--- src/rtl/multicycle_mips.sv ---
// Multi-cycle MIPS subset core (IF/ID/EX/MEM/WB) with wait-stated data memory.
// Optional perf counters (cycle_cnt, retire_cnt) enabled by MULTICYCLE_MIPS_PERF_EN.
module multicycle_mips #(
  parameter int unsigned DMEM_AW  = 7,
  parameter int unsigned MEM_LAT  = 1,
  parameter logic [31:0] RESET_PC = 32'h0
) (
  input  logic               clk,
  input  logic               rst_n,
  output logic [31:0]        IR_addr,
  input  logic [31:0]        IR,
  input  logic [31:0]        ReadDataMem,
  output logic               CEN,
  output logic               WEN,
  output logic               OEN,
  output logic [DMEM_AW-1:0] A,
  output logic [31:0]        Data2Mem
`ifdef MULTICYCLE_MIPS_PERF_EN
  ,
  output logic [31:0]        cycle_cnt,
  output logic [31:0]        retire_cnt
`endif
);

  typedef enum logic [2:0] {StIf, StId, StEx, StMem, StWb} state_e;

  localparam logic [3:0] LastWait = 4'(MEM_LAT - 1);

  localparam logic [5:0] OpRtype = 6'h00, OpJ = 6'h02, OpJal = 6'h03, OpBeq = 6'h04;
  localparam logic [5:0] OpBne = 6'h05, OpAddi = 6'h08, OpLw = 6'h23, OpSw = 6'h2b;
  localparam logic [5:0] FnSll = 6'h00, FnSrl = 6'h02, FnJr = 6'h08, FnAdd = 6'h20;
  localparam logic [5:0] FnSub = 6'h22, FnAnd = 6'h24, FnOr = 6'h25, FnSlt = 6'h2a;

  state_e             state_q, state_d;
  logic [31:0]        pc_q, pc_d, instr_q, instr_d, reg_a_q, reg_a_d, reg_b_q, reg_b_d;
  logic [31:0]        alu_q, alu_d, mdr_q, mdr_d, d2m_q, d2m_d;
  logic [3:0]         wait_q, wait_d;
  logic               cen_q, cen_d, wen_q, wen_d, oen_q, oen_d;
  logic [DMEM_AW-1:0] a_q, a_d;
  logic [31:0]        rf_q [32];
  logic               rf_we;
  logic [4:0]         rf_wa;
  logic [31:0]        rf_wd;

  logic [5:0]  op, fn;
  logic [4:0]  rs, rt, rd, shamt;
  logic [31:0] simm, ea, alu_r;
  logic        legal;

  assign op    = instr_q[31:26];
  assign rs    = instr_q[25:21];
  assign rt    = instr_q[20:16];
  assign rd    = instr_q[15:11];
  assign shamt = instr_q[10:6];
  assign fn    = instr_q[5:0];
  assign simm  = {{16{instr_q[15]}}, instr_q[15:0]};
  assign ea    = reg_a_q + simm;
  // Anything outside the supported set retires as a NOP straight from ID.
  assign legal = ((op == OpRtype) &&
                  (fn inside {FnSll, FnSrl, FnJr, FnAdd, FnSub, FnAnd, FnOr, FnSlt})) ||
                 (op inside {OpBeq, OpBne, OpAddi, OpLw, OpSw});

  // R-type ALU result from the operands latched in ID
  always_comb begin
    alu_r = '0;
    case (fn)
      FnAdd:   alu_r = reg_a_q + reg_b_q;
      FnSub:   alu_r = reg_a_q - reg_b_q;
      FnAnd:   alu_r = reg_a_q & reg_b_q;
      FnOr:    alu_r = reg_a_q | reg_b_q;
      FnSlt:   alu_r = {31'b0, $signed(reg_a_q) < $signed(reg_b_q)};
      FnSll:   alu_r = reg_b_q << shamt;
      FnSrl:   alu_r = reg_b_q >> shamt;
      default: alu_r = '0;
    endcase
  end

  // Next-state, datapath and memory-control decode
  always_comb begin
    state_d = state_q;
    pc_d    = pc_q;
    instr_d = instr_q;
    reg_a_d = reg_a_q;
    reg_b_d = reg_b_q;
    alu_d   = alu_q;
    mdr_d   = mdr_q;
    d2m_d   = d2m_q;
    wait_d  = wait_q;
    cen_d   = cen_q;
    wen_d   = wen_q;
    oen_d   = oen_q;
    a_d     = a_q;
    rf_we   = 1'b0;
    rf_wa   = '0;
    rf_wd   = '0;
    case (state_q)
      StIf: begin
        instr_d = IR;
        pc_d    = pc_q + 32'd4;
        state_d = StId;
      end
      StId: begin
        reg_a_d = rf_q[rs];
        reg_b_d = rf_q[rt];
        if (op == OpJ || op == OpJal) begin
          pc_d    = {pc_q[31:28], instr_q[25:0], 2'b00};
          state_d = StIf;
          if (op == OpJal) begin
            rf_we = 1'b1;
            rf_wa = 5'd31;
            rf_wd = pc_q;
          end
        end else begin
          state_d = legal ? StEx : StIf;
        end
      end
      StEx: begin
        state_d = StIf;
        case (op)
          OpRtype: begin
            if (fn == FnJr) begin
              pc_d = reg_a_q;
            end else begin
              alu_d   = alu_r;
              state_d = StWb;
            end
          end
          OpAddi: begin
            alu_d   = ea;
            state_d = StWb;
          end
          OpBeq: if (reg_a_q == reg_b_q) pc_d = pc_q + {simm[29:0], 2'b00};
          OpBne: if (reg_a_q != reg_b_q) pc_d = pc_q + {simm[29:0], 2'b00};
          OpLw, OpSw: begin
            alu_d   = ea;
            a_d     = ea[DMEM_AW+1:2];
            cen_d   = 1'b0;
            oen_d   = (op != OpLw);
            wen_d   = (op != OpSw);
            wait_d  = '0;
            state_d = StMem;
            if (op == OpSw) d2m_d = reg_b_q;
          end
          default: state_d = StIf;
        endcase
      end
      StMem: begin
        if (wait_q == LastWait) begin
          cen_d = 1'b1;
          wen_d = 1'b1;
          oen_d = 1'b1;
          if (op == OpLw) begin
            mdr_d   = ReadDataMem;
            state_d = StWb;
          end else begin
            state_d = StIf;
          end
        end else begin
          wait_d = wait_q + 4'd1;
        end
      end
      StWb: begin
        rf_we   = 1'b1;
        state_d = StIf;
        if (op == OpRtype) begin
          rf_wa = rd;
          rf_wd = alu_q;
        end else begin
          rf_wa = rt;
          rf_wd = (op == OpLw) ? mdr_q : alu_q;
        end
      end
      default: state_d = StIf;
    endcase
  end

  // State and datapath registers
  always_ff @(posedge clk or negedge rst_n) begin
    if (!rst_n) begin
      state_q <= StIf;
      pc_q    <= RESET_PC;
      instr_q <= '0;
      reg_a_q <= '0;
      reg_b_q <= '0;
      alu_q   <= '0;
      mdr_q   <= '0;
      d2m_q   <= '0;
      wait_q  <= '0;
      cen_q   <= 1'b1;
      wen_q   <= 1'b1;
      oen_q   <= 1'b1;
      a_q     <= '0;
    end else begin
      state_q <= state_d;
      pc_q    <= pc_d;
      instr_q <= instr_d;
      reg_a_q <= reg_a_d;
      reg_b_q <= reg_b_d;
      alu_q   <= alu_d;
      mdr_q   <= mdr_d;
      d2m_q   <= d2m_d;
      wait_q  <= wait_d;
      cen_q   <= cen_d;
      wen_q   <= wen_d;
      oen_q   <= oen_d;
      a_q     <= a_d;
    end
  end

  // Register file; $0 is never written so it always reads zero
  always_ff @(posedge clk or negedge rst_n) begin
    if (!rst_n) begin
      for (int i = 0; i < 32; i++) rf_q[i] <= '0;
    end else if (rf_we && rf_wa != 5'd0) begin
      rf_q[rf_wa] <= rf_wd;
    end
  end

`ifdef MULTICYCLE_MIPS_PERF_EN
  logic [31:0] cycle_q, retire_q;

  // IF always advances to ID, so any entry into IF marks a retirement
  always_ff @(posedge clk or negedge rst_n) begin
    if (!rst_n) begin
      cycle_q  <= '0;
      retire_q <= '0;
    end else begin
      cycle_q <= cycle_q + 32'd1;
      if (state_q != StIf && state_d == StIf) retire_q <= retire_q + 32'd1;
    end
  end

  assign cycle_cnt  = cycle_q;
  assign retire_cnt = retire_q;
`endif

  assign IR_addr  = pc_q;
  assign CEN      = cen_q;
  assign WEN      = wen_q;
  assign OEN      = oen_q;
  assign A        = a_q;
  assign Data2Mem = d2m_q;

endmodule

--- config.mk ---
export PLATFORM = sky130hd
export DESIGN_NAME = multicycle_mips
export DESIGN_NICKNAME = d
export VERILOG_FILES = /design/src/rtl/multicycle_mips.sv
export SDC_FILE = /design/constraint.sdc
export NUM_CORES = 2
export LEC_CHECK = 0
export CORE_MARGIN = 4
export CORE_UTILIZATION = 45
export CTS_CLUSTER_SIZE = 30
export DETAILED_ROUTE_END_ITERATION = 6
export PLACE_DENSITY = 0.65
export SLEW_MARGIN = 30
export SYNTH_ARGS = -nofsm -noshare
export SYNTH_HDL_FRONTEND = slang
export SYNTH_SLANG_ARGS = --single-unit
--- constraint.sdc ---
create_clock -name clk -period 4.85 [get_ports clk]
set_input_delay 0.97 -clock clk [delete_from_list [all_inputs] [get_ports clk]]
set_output_delay 0.97 -clock clk [all_outputs]
set_load 0.01 [all_outputs]
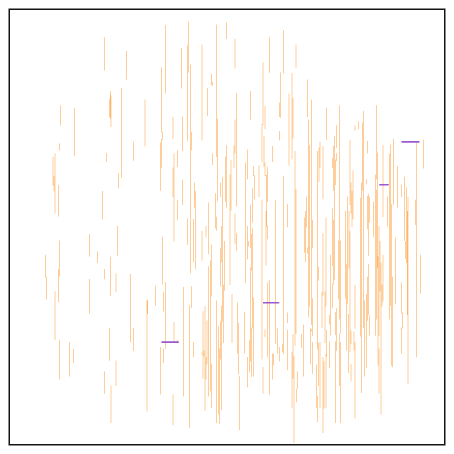
**Above:** wiring by layer.
Only two layers are drawn.
orange -> M4  # wire length 15400 um
purple -> M5  # wire length 51.5 um
Tot GR Track Use: 32.6%
final wirelength: 278 mm
DR WL/cell: 30.2 um
DR vias: 59800

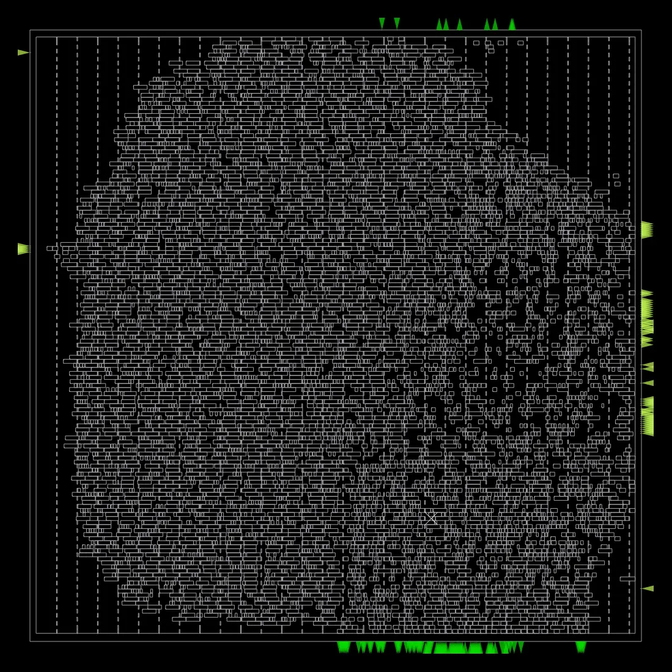
**Above:** placement view.
fillers: 14300
# rows: 148
fin cells: 9227
Seq/total area: 38.1%
n_taps: 2175

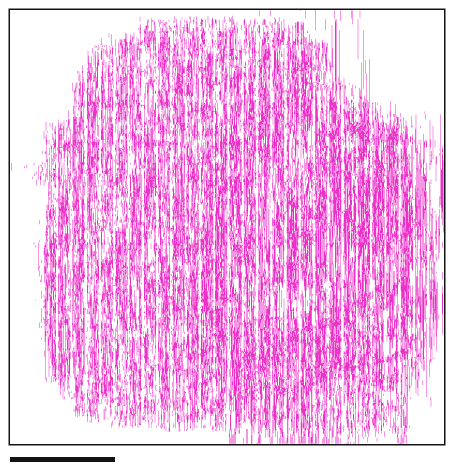
**Above:** met2 routing.
The bar under the picture is 100 um long.
main direction = vertical
nets with wire on the layer = 5752
longest straight run = 209 um

==> out/results.txt <==
FP Core Util: 45.3%
Slowest CP cell: or4_1
Post-Syn Area: 0.0737 mm^2
Slew @ Worst Pin: 1.04 ns
Root Buffer Master: clkbuf_16
Vias in the first global route: 57900
Final slew viol count: 0
Leak: 35.2 nW
Antenna violations before repair: 10
Yosys warning total: 0
CP arrival: 5.10 ns
Netlist cell types: 91
Flops & latches, synth: 1265
Hold_buf cts: 0
Min-Delay Path Class: input pin to asynchronous set/reset pin
Overflow after GRT: 0
CP Cell Sequence: inv_1 -> ha_1 -> buf_4 -> or4_1 -> nor4_1 -> nand3_1 -> nor3_2 -> xnor2_1 -> nand2_1 -> and3_1 -> o21ai_1 -> a222oi_1 -> a21oi_1
Worst Skew: 0.0482 ns
CTS buffer count: 142
Status: complete, but fails checks
Failing checks: DRC
VDD IR max: 0.435 mV
Largest stage delay on the critical path: 0.70 ns
PortBufs: 139
R2r startpoint: reg_b_q[24]
Tmin final: 4.43 ns
Seq share, synth: 43.0%
Crit path launch: reg_b_q[24]
First-pass DRT Iterations: 7
Hold violation count in the final report: 0
Die X-Extent: 413 um
DRC: 1
Syn_area_per_cell: 10.5 um^2
WP data required: 5.52 ns
Vias per inst: 6.48
Most common reg cell: dfrtp_1
CP Max Fanout: 13
Async S/R FF share, synth: 100%
Chip height: 413 um
[through the flow]
| stage | utilization [%] | hold slack, ns | instances | worst slack, ns |
|---|---|---|---|---|
| 6_report | 51.2 | 0.127 | 9227 | 0.421 |
| 5_1_grt | 51.2 | 0.141 | 9222 | 0.303 |
| 4_1_cts | 51.1 | 0.117 | 9221 | 0.503 |
| 3_5_place_dp | 48.2 | 0.383 | 8962 | 0.490 |
| 3_3_place_gp | 48.1 | 0.376 | 8959 | 0.312 |
| 2_1_floorplan | - | 0.441 | 7012 | 1.43 |
[final timing paths]
path / slack, ns / cells after the start / endpoint
worst max-delay path: 0.42 / 13 / IR_addr[16]
worst min-delay path: 0.13 / 1 / Data2Mem[3]
worst max register to register: 0.42 / 13 / IR_addr[16]
worst min register to register: 0.39 / 0 / rf_q[1006]
max in group asynchronous: 3.25 / 2 / rf_q[208]
min in group clk: 0.39 / 0 / rf_q[1006]
[placed cells by master, fill, tap and decap left out, types with 38 or more instances in the layout]
cell,instances
dfrtp_1,1246
nand2_1,846
a21oi_1,761
nor2_1,753
o21ai_0,739
mux4_2,685
buf_4,245
ha_1,176
clkbuf_16,145
clkdlybuf4s50_1,138
mux2i_1,130
inv_1,118
mux2_2,65
o21ai_1,64
xnor2_1,54
clkbuf_8,43
nor3_1,41
a21o_1,40
a211oi_1,39
nand3_1,39
buf_12,38
[sequential cells by signal (all words and copies together), names as in the netlist, 3 cells and up]
name,cells
alu_q,32
Data2Mem,32
rf_q,1024
reg_b_q,32
state_q,3
mdr_q,32
A,7
wait_q,4
IR_addr,32
instr_q,32
reg_a_q,32
[where the power goes]
group / internal [mW] / switching (mW)
logic: 6.33 / 9.47
clock network: 6.51 / 4.69
registers: 11.1 / 1.75
total: 23.9 / 15.9
[routing by layer]
metal  track usage (%)  up-vias  part of all wire, %
met4              15.4        8                  5.5
met3              7.53      656                  9.7
met5                 0        -                0.018
li1                  -    25400                    -
met1              44.4    30400                   39
met2              49.6     3258                   45
[cells by family (layout without fill, tap and decap cells)]
family          after synthesis  in the layout  synth area share (%)
buf+inv                     772            807                  4.14
compound gates             1949           1949                  14.7
flops                      1265           1265                  43.0
xor+xnor                     83             83                 0.986
simple gates               1882           1882                  10.5
fa+ha+maj                   180            180                  3.10
mux                         881            881                  23.7
other cells                   0              5                     0
[worst max-delay path: cells and delay by family, from the launching register on]
family                     cells  cell delay [ns]
adders and majority gates      1             0.32
buffers and inverters          2             0.42
and+or+nand+nor                6             2.26
xor gates and xnor gates       1             0.17
AOI/OAI and AO/OA              3             0.53
DFF                            1             0.60
[layout make-up]
type                    instances  share of cell area [%]
flip-flops and latches       1265                    38.1
clock buffers                 217                    5.20
diodes                          5                  0.0150
multi-input cells            4975                    47.4
inverters                     121                   0.545
repair buffers                427                    4.94
well taps                    2175                    3.27
clock inverters                42                   0.595
Power is estimated from default activity; no workload was simulated.
